==> src/rtl/decode_stage.sv <==
// decode_stage: decodes NUM_LANES RV32I instructions per cycle. The decoded
// bundles wait in a DEPTH-entry in-order queue with valid/ready on both sides.
// Optional feature macro: DECODE_RV32M_EN adds the RV32M multiply/divide
// decodes (aluFunc 10..17). aluFunc then needs 5 bits per lane instead of 4.
module decode_stage #(
    parameter int NUM_LANES = 2,
    parameter int DEPTH     = 4,
    parameter int PC_W      = 32,
`ifdef DECODE_RV32M_EN
    localparam int ALU_W    = 5
`else
    localparam int ALU_W    = 4
`endif
) (
    input  logic                      clk_in,
    input  logic                      rst_in,
    input  logic                      flush_in,
    input  logic                      valid_in,
    output logic                      ready_out,
    input  logic [NUM_LANES-1:0]      lane_valid_in,
    input  logic [NUM_LANES*32-1:0]   instruction_in,
    input  logic [PC_W-1:0]           pc_in,
    output logic                      valid_out,
    input  logic                      ready_in,
    output logic [NUM_LANES-1:0]      lane_valid_out,
    output logic [NUM_LANES*4-1:0]    iType_out,
    output logic [NUM_LANES*ALU_W-1:0] aluFunc_out,
    output logic [NUM_LANES*3-1:0]    brFunc_out,
    output logic [NUM_LANES*32-1:0]   imm_out,
    output logic [NUM_LANES*PC_W-1:0] pc_out,
    output logic [NUM_LANES*5-1:0]    rd_out,
    output logic [NUM_LANES*5-1:0]    rs1_out,
    output logic [NUM_LANES*5-1:0]    rs2_out,
    output logic [NUM_LANES-1:0]      illegal_out
);

    localparam int PTR_W = (DEPTH > 1) ? $clog2(DEPTH) : 1;
    localparam int CNT_W = $clog2(DEPTH + 1);
    localparam logic [PTR_W-1:0] PTR_ONE = 1;
    localparam logic [CNT_W-1:0] CNT_ONE = 1;

    localparam logic [6:0] OPC_OP     = 7'b0110011;
    localparam logic [6:0] OPC_OPIMM  = 7'b0010011;
    localparam logic [6:0] OPC_BRANCH = 7'b1100011;
    localparam logic [6:0] OPC_LUI    = 7'b0110111;
    localparam logic [6:0] OPC_JAL    = 7'b1101111;
    localparam logic [6:0] OPC_JALR   = 7'b1100111;
    localparam logic [6:0] OPC_LOAD   = 7'b0000011;
    localparam logic [6:0] OPC_STORE  = 7'b0100011;
    localparam logic [6:0] OPC_AUIPC  = 7'b0010111;

    localparam logic [ALU_W-1:0] ALU_ADD  = 0;
    localparam logic [ALU_W-1:0] ALU_SUB  = 1;
    localparam logic [ALU_W-1:0] ALU_AND  = 2;
    localparam logic [ALU_W-1:0] ALU_OR   = 3;
    localparam logic [ALU_W-1:0] ALU_XOR  = 4;
    localparam logic [ALU_W-1:0] ALU_SLT  = 5;
    localparam logic [ALU_W-1:0] ALU_SLTU = 6;
    localparam logic [ALU_W-1:0] ALU_SLL  = 7;
    localparam logic [ALU_W-1:0] ALU_SRL  = 8;
    localparam logic [ALU_W-1:0] ALU_SRA  = 9;
`ifdef DECODE_RV32M_EN
    localparam logic [ALU_W-1:0] ALU_MUL  = 10;
`endif

    typedef enum logic [3:0] {
        IT_OP = 4'd0, IT_OPIMM = 4'd1, IT_BRANCH = 4'd2, IT_LUI = 4'd3, IT_JAL = 4'd4,
        IT_JALR = 4'd5, IT_LOAD = 4'd6, IT_STORE = 4'd7, IT_AUIPC = 4'd8
    } itype_e;

    typedef enum logic [2:0] {
        BR_EQ = 3'd0, BR_NEQ = 3'd1, BR_LT = 3'd2, BR_LTU = 3'd3,
        BR_GE = 3'd4, BR_GEU = 3'd5, BR_DBR = 3'd6
    } brfunc_e;

    typedef struct packed {
        logic             lane_valid;
        logic             illegal;
        itype_e           itype;
        logic [ALU_W-1:0] alu;
        brfunc_e          br;
        logic [31:0]      imm;
        logic [PC_W-1:0]  pc;
        logic [4:0]       rd;
        logic [4:0]       rs1;
        logic [4:0]       rs2;
    } lane_t;

    // Decode one instruction into its queue payload. Unused fields stay 0, and
    // an undecodable lane collapses to a zeroed OP/Add/Dbr slot with illegal set.
    function automatic lane_t decode_lane(input logic [31:0] ins, input logic present,
                                          input logic [PC_W-1:0] lane_pc);
        lane_t      d;
        logic       ok;
        logic [2:0] f3;
        logic [6:0] f7;
        f3      = ins[14:12];
        f7      = ins[31:25];
        d       = '0;
        d.itype = IT_OP;
        d.alu   = ALU_ADD;
        d.br    = BR_DBR;
        ok      = (ins[1:0] == 2'b11);
        case (ins[6:0])
            OPC_OP: begin
                d.itype = IT_OP;
                d.rd    = ins[11:7];
                d.rs1   = ins[19:15];
                d.rs2   = ins[24:20];
                case (f7)
                    7'b0000000: begin
                        case (f3)
                            3'b000:  d.alu = ALU_ADD;
                            3'b001:  d.alu = ALU_SLL;
                            3'b010:  d.alu = ALU_SLT;
                            3'b011:  d.alu = ALU_SLTU;
                            3'b100:  d.alu = ALU_XOR;
                            3'b101:  d.alu = ALU_SRL;
                            3'b110:  d.alu = ALU_OR;
                            default: d.alu = ALU_AND;
                        endcase
                    end
                    7'b0100000: begin
                        if (f3 == 3'b000)      d.alu = ALU_SUB;
                        else if (f3 == 3'b101) d.alu = ALU_SRA;
                        else                   ok = 1'b0;
                    end
`ifdef DECODE_RV32M_EN
                    7'b0000001: d.alu = ALU_MUL + ALU_W'(f3);
`endif
                    default: ok = 1'b0;
                endcase
            end
            OPC_OPIMM: begin
                d.itype = IT_OPIMM;
                d.rd    = ins[11:7];
                d.rs1   = ins[19:15];
                d.imm   = {{20{ins[31]}}, ins[31:20]};
                case (f3)
                    3'b000:  d.alu = ALU_ADD;
                    3'b010:  d.alu = ALU_SLT;
                    3'b011:  d.alu = ALU_SLTU;
                    3'b100:  d.alu = ALU_XOR;
                    3'b110:  d.alu = ALU_OR;
                    3'b111:  d.alu = ALU_AND;
                    3'b001: begin
                        d.alu = ALU_SLL;
                        if (f7 != 7'b0000000) ok = 1'b0;
                    end
                    default: begin
                        if (f7 == 7'b0000000)      d.alu = ALU_SRL;
                        else if (f7 == 7'b0100000) d.alu = ALU_SRA;
                        else                       ok = 1'b0;
                    end
                endcase
            end
            OPC_BRANCH: begin
                d.itype = IT_BRANCH;
                d.rs1   = ins[19:15];
                d.rs2   = ins[24:20];
                d.imm   = {{19{ins[31]}}, ins[31], ins[7], ins[30:25], ins[11:8], 1'b0};
                case (f3)
                    3'b000:  d.br = BR_EQ;
                    3'b001:  d.br = BR_NEQ;
                    3'b100:  d.br = BR_LT;
                    3'b101:  d.br = BR_GE;
                    3'b110:  d.br = BR_LTU;
                    3'b111:  d.br = BR_GEU;
                    default: ok = 1'b0;
                endcase
            end
            OPC_LUI, OPC_AUIPC: begin
                d.itype = (ins[6:0] == OPC_LUI) ? IT_LUI : IT_AUIPC;
                d.rd    = ins[11:7];
                d.imm   = {ins[31:12], 12'b0};
            end
            OPC_JAL: begin
                d.itype = IT_JAL;
                d.rd    = ins[11:7];
                d.imm   = {{11{ins[31]}}, ins[31], ins[19:12], ins[20], ins[30:21], 1'b0};
            end
            OPC_JALR, OPC_LOAD: begin
                d.itype = (ins[6:0] == OPC_JALR) ? IT_JALR : IT_LOAD;
                d.rd    = ins[11:7];
                d.rs1   = ins[19:15];
                d.imm   = {{20{ins[31]}}, ins[31:20]};
                if (ins[6:0] == OPC_JALR) begin
                    if (f3 != 3'b000) ok = 1'b0;
                end else if (f3 == 3'b011 || f3 == 3'b110 || f3 == 3'b111) begin
                    ok = 1'b0;
                end
            end
            OPC_STORE: begin
                d.itype = IT_STORE;
                d.rs1   = ins[19:15];
                d.rs2   = ins[24:20];
                d.imm   = {{20{ins[31]}}, ins[31:25], ins[11:7]};
                if (f3 > 3'b010) ok = 1'b0;
            end
            default: ok = 1'b0;
        endcase
        if (!ok) begin
            d         = '0;
            d.br      = BR_DBR;
            d.illegal = 1'b1;
        end
        d.pc         = lane_pc;
        d.lane_valid = 1'b1;
        if (!present) d = '0;
        return d;
    endfunction

    lane_t            dec  [NUM_LANES];
    lane_t            head [NUM_LANES];
    lane_t            mem  [DEPTH][NUM_LANES];
    logic [PTR_W-1:0] wr_ptr;
    logic [PTR_W-1:0] rd_ptr;
    logic [CNT_W-1:0] count;
    logic             push;
    logic             pop;

    assign ready_out = (count < CNT_W'(DEPTH));
    assign valid_out = (count != '0);
    assign push      = valid_in & ready_out & ~flush_in;
    assign pop       = valid_out & ready_in;

    for (genvar g = 0; g < NUM_LANES; g++) begin : g_lane
        assign dec[g] = decode_lane(instruction_in[32*g +: 32], lane_valid_in[g],
                                    pc_in + PC_W'(4 * g));

        assign lane_valid_out[g]           = head[g].lane_valid;
        assign illegal_out[g]              = head[g].illegal;
        assign iType_out[4*g +: 4]         = head[g].itype;
        assign aluFunc_out[ALU_W*g +: ALU_W] = head[g].alu;
        assign brFunc_out[3*g +: 3]        = head[g].br;
        assign imm_out[32*g +: 32]         = head[g].imm;
        assign pc_out[PC_W*g +: PC_W]      = head[g].pc;
        assign rd_out[5*g +: 5]            = head[g].rd;
        assign rs1_out[5*g +: 5]           = head[g].rs1;
        assign rs2_out[5*g +: 5]           = head[g].rs2;
    end

    // Present the head entry, forced to zero whenever the queue is empty.
    always_comb begin
        // NOTE: every always_comb output gets a value on every path; a missed path infers a latch.
        for (int i = 0; i < NUM_LANES; i++) begin
            head[i] = '0;
            if (valid_out) head[i] = mem[rd_ptr][i];
        end
    end

    // Write the decoded bundle into the tail slot on an accepted push.
    always_ff @(posedge clk_in) begin
        // NOTE: the payload array has no reset; outputs are masked by valid_out, so stale slots never leak out.
        if (push) mem[wr_ptr] <= dec;
    end

    // Queue pointers and occupancy; flush and reset both empty the queue.
    always_ff @(posedge clk_in or negedge rst_in) begin
        // NOTE: state registers use non-blocking assignments so every flop samples pre-edge values.
        if (!rst_in) begin
            wr_ptr <= '0;
            rd_ptr <= '0;
            count  <= '0;
        end else if (flush_in) begin
            wr_ptr <= '0;
            rd_ptr <= '0;
            count  <= '0;
        end else begin
            if (push) wr_ptr <= wr_ptr + PTR_ONE;
            if (pop)  rd_ptr <= rd_ptr + PTR_ONE;
            case ({push, pop})
                2'b10:   count <= count + CNT_ONE;
                2'b01:   count <= count - CNT_ONE;
                default: count <= count;
            endcase
        end
    end

endmodule

==> config.mk <==
export PLATFORM = sky130hd
export DESIGN_NAME = decode_stage
export DESIGN_NICKNAME = d
export VERILOG_FILES = /design/src/rtl/decode_stage.sv
export SDC_FILE = /design/constraint.sdc
export NUM_CORES = 1
export LEC_CHECK = 0
export CAP_MARGIN = 20
export CORE_MARGIN = 3
export CORE_UTILIZATION = 50
export CTS_CLUSTER_SIZE = 24
export DETAILED_ROUTE_END_ITERATION = 7
export PLACE_DENSITY = 0.71
export SKIP_CTS_REPAIR_TIMING = 1
export SLEW_MARGIN = 20
export SYNTH_ARGS = -nofsm -noshare
export SYNTH_HDL_FRONTEND = slang
export SYNTH_SLANG_ARGS = --single-unit
==> constraint.sdc <==
create_clock -name clk_in -period 6.3 [get_ports clk_in]
set_input_delay 1.26 -clock clk_in [delete_from_list [all_inputs] [get_ports clk_in]]
set_output_delay 1.26 -clock clk_in [all_outputs]
set_load 0.005 [all_outputs]
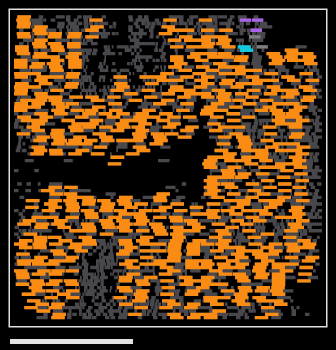
*Sequential cells colored by netlist name*
The bar under the picture is 100 um long. Other sequential cells in the stronger gray, the rest of the logic in the fainter gray.
legend:
  count:
    color: purple
    sequential_cells: 3
  rd_ptr:
    color: cyan
    sequential_cells: 2
  mem:
    color: orange
    sequential_cells: 736
    where: spread over the die

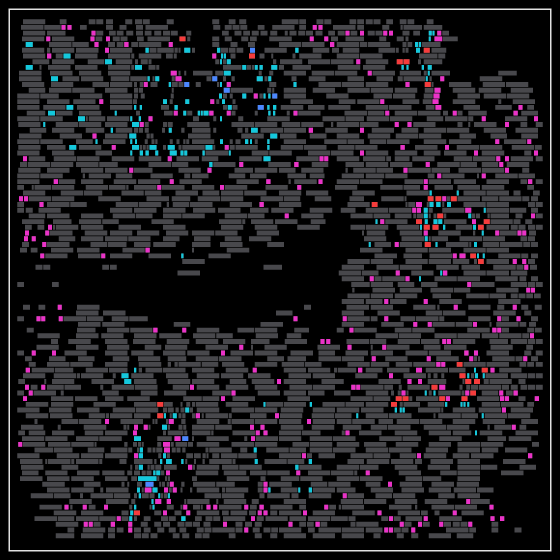
*Gate families picked out*
legend:
  AND-OR and OR-AND gates:
    color: blue
    cells: 8
  AND and OR gates:
    color: magenta
    cells: 276
    where: spread over the die
  XOR/XNOR gates:
    color: red
    cells: 34
  NOR gates:
    color: cyan
    cells: 175

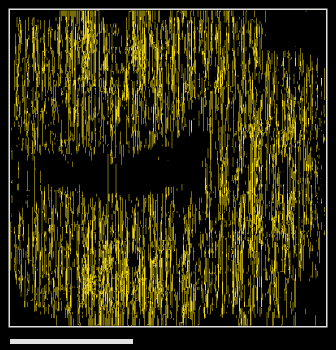
*The metal 2 layer*
The bar under the picture is 100 um long.
share of all routed wire: 49%
longest straight run: 97.9 um
wire length on this layer: 35.5 mm
total detailed-routing wirelength: 73000 um
M2 GR Usage: 0.354
detailed-route via count: 17234

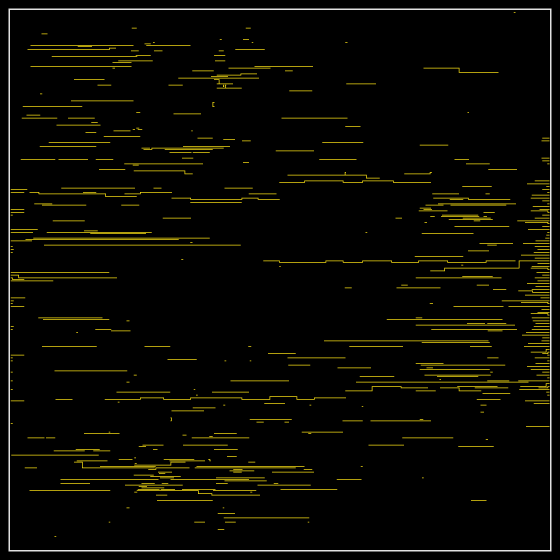
*M3 wires*
nets with wire on the layer: 275
share of all routed wire: 7.9%
wire length on this layer: 5740 um
met3 Usage GRT: 0.0504

==> results.txt <==
yosys + openroad results -> Peak Freq 0.217 GHz, yosys stat chip area 31500 um^2, average detailed-routed wire length per instance 24.7 um, placed wire-length estimate 45700 um, num ports roughly 290, area overhead of the layout relative to synthesis 19.2%, overall die area ~66000 um^2, clock transition at the registers of the reported paths 0.06 ns, finished layout cell area about 38000 um^2, reg-to-reg critical path endpoint mem[1][44]$_DFFE_PP_, FF-to-FF Start count[2]$_DFFE_PN0P_, Global Route Usage Sum 0.222, result of the run complete, no violations, Largest stage delay, worst path approximately 0.95 ns, post-route DRC violation count 0, setup slack, reg-to-reg between 3 and 4 ns, maximum number of pins on one net before global-route repair roughly 190, VDD IR max 428 uV, count of distinct cell types in the synthesized netlist 68, width of the die ~260 um, layout cell share with drive strength beyond 1 0.169, detailed-router iteration count before antenna repair 7, most used flip-flop cell sky130_fd_sc_hd__edfxtp_1, Hold/Removal Path Class flop to flop, clock tree from TritonCTS yes, number of vias per cell 5.83, YS warnings 0, Post-Syn Area per Cell 17.6 um^2, Hold Path Origin count[1]$_DFFE_PN0P_, time the worst path needs with I/O delays and setup 4.60 ns, Pwr per Cell Area ~370 nW/um^2, number of standard cells reported by yosys around 1800, Worst Hold Path Cells 2, library cell occupying the most area in the post-synthesis netlist sky130_fd_sc_hd__edfxtp_1, instance area at placement 35300 um^2, final instance count without filler cells 2957, setup repair after global routing missed its margin no, nature of the critical path startpoint flop, accumulated negative setup slack 0 ns, top post-synthesis cells by count sky130_fd_sc_hd__edfxtp_1, sky130_fd_sc_hd__and2_1, sky130_fd_sc_hd__mux4_2, actual slew at the worst max-slew pin between 1 and 1.5 ns, combinational group share of total power 0.280, clock power share 0.302, worst path arrival time 3.34 ns, DP Worst Slack 1.50 ns, fraction of synthesized cell area taken by the top area cell type 0.701, clock tree buffer depth 3, post-synthesis instance total 1788, aggregate global routing overflow 0, Worst Path Required ~5.0 ns, Final Hold Fails 0, Final Util 0.606, maximum fanout count along the critical path 39, wire length of the first global-routing pass between 100000 and 150000 um, PnR Total Power 13.8 mW, static leakage 11.9 nW, Power Internal about 10 mW, Core Util at FP 0.508, Reg power frac 0.419, NetSw 3.59 mW, count of placed standard cells including taps 2825, maximum level of the CTS H-tree 3, Nets at Floorplan 1897
==> area by class of cell <==
type | count | area (um^2)
tap | 837 | 1050
multi-input combinational | 915 | 8650
antenna | 1 | 2.50
clock inverter | 39 | 324
clock buffer | 92 | 1960
sequential | 743 | 22300
fill | 4546 | 24500
timing repair buffer | 319 | 3270
inverter | 11 | 41.3
==> registers in the layout, summed over array words and instances, names as in the netlist <==
signal	cells
mem	736
rd_ptr	2
wr_ptr	2
count	3
==> power by group through the flow <==
| stage | sequential, mW | combinational (mW) | clock, mW |
|---|---|---|---|
| detailed placement | 5.90 | 3.95 | 0 |
| floorplan | 5.80 | 2.00 | 0 |
| CTS | 5.79 | 3.97 | 4.26 |
| global route | 5.81 | 4.14 | 4.46 |
| global placement | 5.88 | 3.94 | 0 |
| finish | 5.78 | 3.86 | 4.17 |
==> worst max-delay path by stage <==
stage | cells after the start | to | slack (ns) | from
5_1_grt | 4 | pc_out[58] | 1.42 | rd_ptr[0]$_DFFE_PN0P_
4_1_cts | 4 | pc_out[46] | 1.51 | rd_ptr[0]$_DFFE_PN0P_
2_1_floorplan | 3 | mem[0][0]$_DFFE_PP_ | 1.75 | valid_in
3_5_place_dp | 7 | mem[1][7]$_DFFE_PP_ | 1.50 | instruction_in[38]
6_report | 4 | pc_out[46] | 1.70 | rd_ptr[0]$_DFFE_PN0P_
3_3_place_gp | 7 | mem[0][8]$_DFFE_PP_ | 1.52 | instruction_in[36]
==> metal layers <==
layer	vias to the layer above	routed length [um]	track usage
li1	7575	-	-
met3	124	5740	0.0504
met5	-	0	0
met2	690	35500	0.354
met1	8845	29700	0.310
met4	0	2060	0.0650
==> kinds of logic after synthesis <==
group,count (synthesis),synth area share
compound gates,121,0.0244
xor+xnor,34,0.00944
fa+ha+maj,6,0.00262
buf+inv,130,0.0199
flops,743,0.706
mux,188,0.133
simple gates,566,0.105
==> cell usage in the layout (no fill, tap or decap), drive strengths merged, types with 12 or more instances in the layout <==
cell and instances:
nand4 16, nor2 82, a21oi 61, edfxtp 736, xor2 15, buf 32, and3 28, nor3 62
clkinv 34, nand2b 13, o21ai 19, mux4 184, xnor2 19, clkbuf 92, nor4 12, nand3 26
and2 229, nand2 54, clkdlybuf4s50 287
==> critical path: cells and delay by family, from the launching register on <==
kind | cells | cell delay (ns)
mux | 1 | 0.58
buf+inv | 2 | 1.00
flops | 1 | 0.95
simple gates | 1 | 0.17
Power is estimated from default activity; no workload was simulated.
